logic_types.png
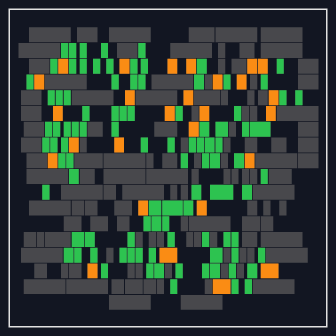
layer_met2.png
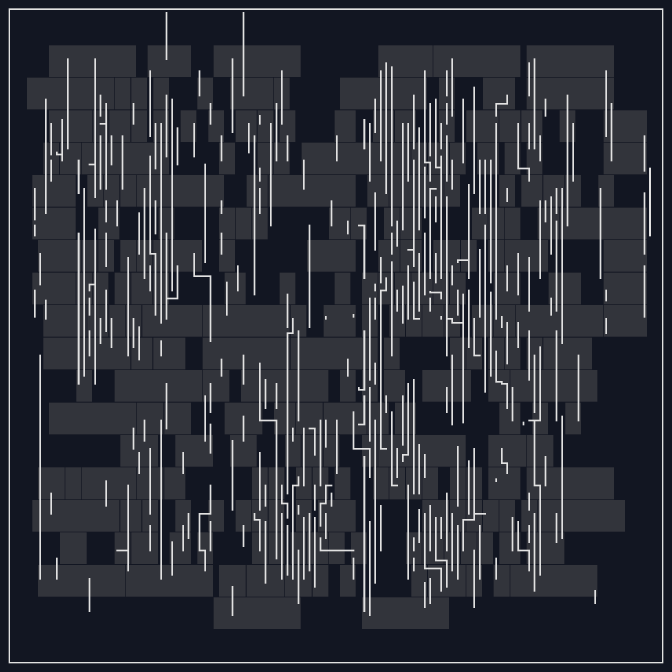
placement_by_type.png
Scale bar: 20 µm.
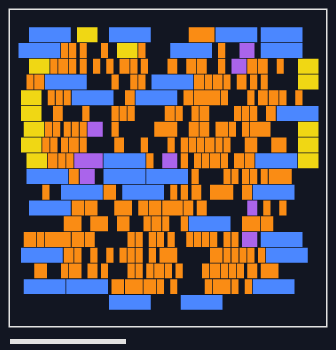
clk_routes.png
Scale bar: 20 µm.
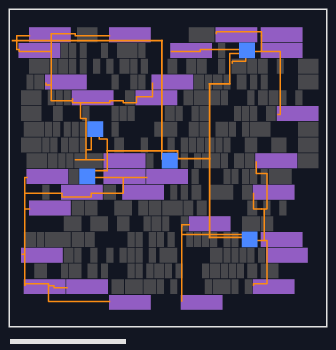
placement.png
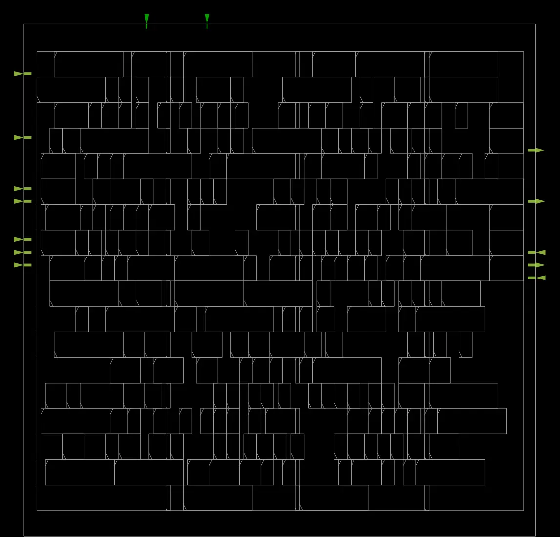
Design uart_tx, sky130hd; sources not shown.
==> notes.md <==
Implementation results.

The flow ran to the end, and the final reports show no timing, DRC or antenna violations. The uppermost signal routing layer after detailed routing is met4. Per report_power, the Combinational row totals 0.661 mW. Summing all placed instances gives a cell area of ~1700 µm². Per the synthesis report, the simple-gate share of the synthesized area is 0.383.

Per the finish-stage timing summary, setup violations number 0. The number of gates resized after CTS was 0. The report puts the hold buffer count at CTS at 0. The final layout net count is ~260. The clock tree has to reach 30 sinks.

The clock buffer count from CTS is 5. The worst path meets setup with approximately 0.39 ns of slack. The type of the setup path with the least slack is flip-flop to flip-flop. For met3 alone, demand over resource in global routing was 0.0639. The share of flip-flops with an asynchronous set or reset after synthesis is 0. The internal portion of the total power is slightly above 1 mW. In this run the power density over the cells is around 1000 nW/µm².

Setup slack on the worst reg-to-reg path comes out at around 0.4 ns. Per Yosys stat, the portion of area used by sequential elements is 0.388. The xor/xnor cell area share of the yosys netlist is 0.0283.

The die is 54.6 µm tall. The layout report lists the clock-cell share of area as 0.0365. The biggest area consumer among cell classes is logic gates.

The library cell with the highest instance count after synthesis is nand2_1. The via count of the first global-routing pass was 1,132. In the layout the commonest cells are nand2_1 (74), dfxtp_1 (30), inv_1 (23).

The leakage component of the power is 0.690 nW. The post-route report lists met1 wire length as around 1500 µm. Sorting the Yosys area breakdown by cell type puts at the top dfxtp_1. For this sky-water flow run, the detailed-routed wirelength per cell is reported as ~11 µm.

Of the total synthesized cell area, the portion taken by AND-OR and OR-AND cells is 0.0994. The routing layer with the top usage in global route is met2. Across all hold checks on the routed design, the worst slack comes to ~0.47 ns. Among all stages on the critical path, the largest delay is contributed by dfxtp_1. The post-CTS repair timing setup buffer count is 0.

The footprint of the multi-input gates is 828 µm². The script reports the combined buffer and inverter count of the critical path as 2.
Back to the opening pictures, logic_types.png:
legend:
  orange:
    family: inverting AOI/OAI gates
    cells: 27
    where: widely spread
  green:
    family: NAND gates
    cells: 97
fin cells: 273
most numerous logic cell after layout: nand2_1
multi-input gate share of the layout cell area: 0.474

Back to the opening pictures, layer_met2.png:
longest straight run: 18.7 µm
nets with wire on the layer: 202
overall via count from detail_route: 1,407
global-route met2 utilization: 0.333
Routed Wire Length: 2990 µm

Back to the opening pictures, placement_by_type.png:
legend:
  yellow:
    class: other buffers and delay cells
    cells: 13
    share_of_their_area: 7.6%
  blue:
    class: flops
    cells: 30
    share_of_their_area: 35%
  orange:
    class: combinational and other logic
    cells: 192
    share_of_their_area: 54%
  purple:
    class: clock drivers and dummy loads
    cells: 8
    share_of_their_area: 3.7%
Seq area share: 0.344
Site Rows: 18
Core ar.: 2540 µm²

Back to the opening pictures, clk_routes.png:
legend:
  purple:
    item: flip-flops
    count: 30
  orange:
    item: clock wires
    length: 382 µm
  blue:
    item: clock drivers
    count: 5
routed clock nets: 6
flops lie: widely spread
Clock Latency Late Sink: 0.33 ns
clock network fraction of design power: 0.197
power drawn by the clock network: 0.334 mW
Worst Clk Skew: 0.0102 ns

Back to the opening pictures, placement.png:
Tapcells: 30
end-of-flow core utilization: 0.686
Flop Count: 30

Power figures rest on the tool's default switching activity, not on a simulated workload.
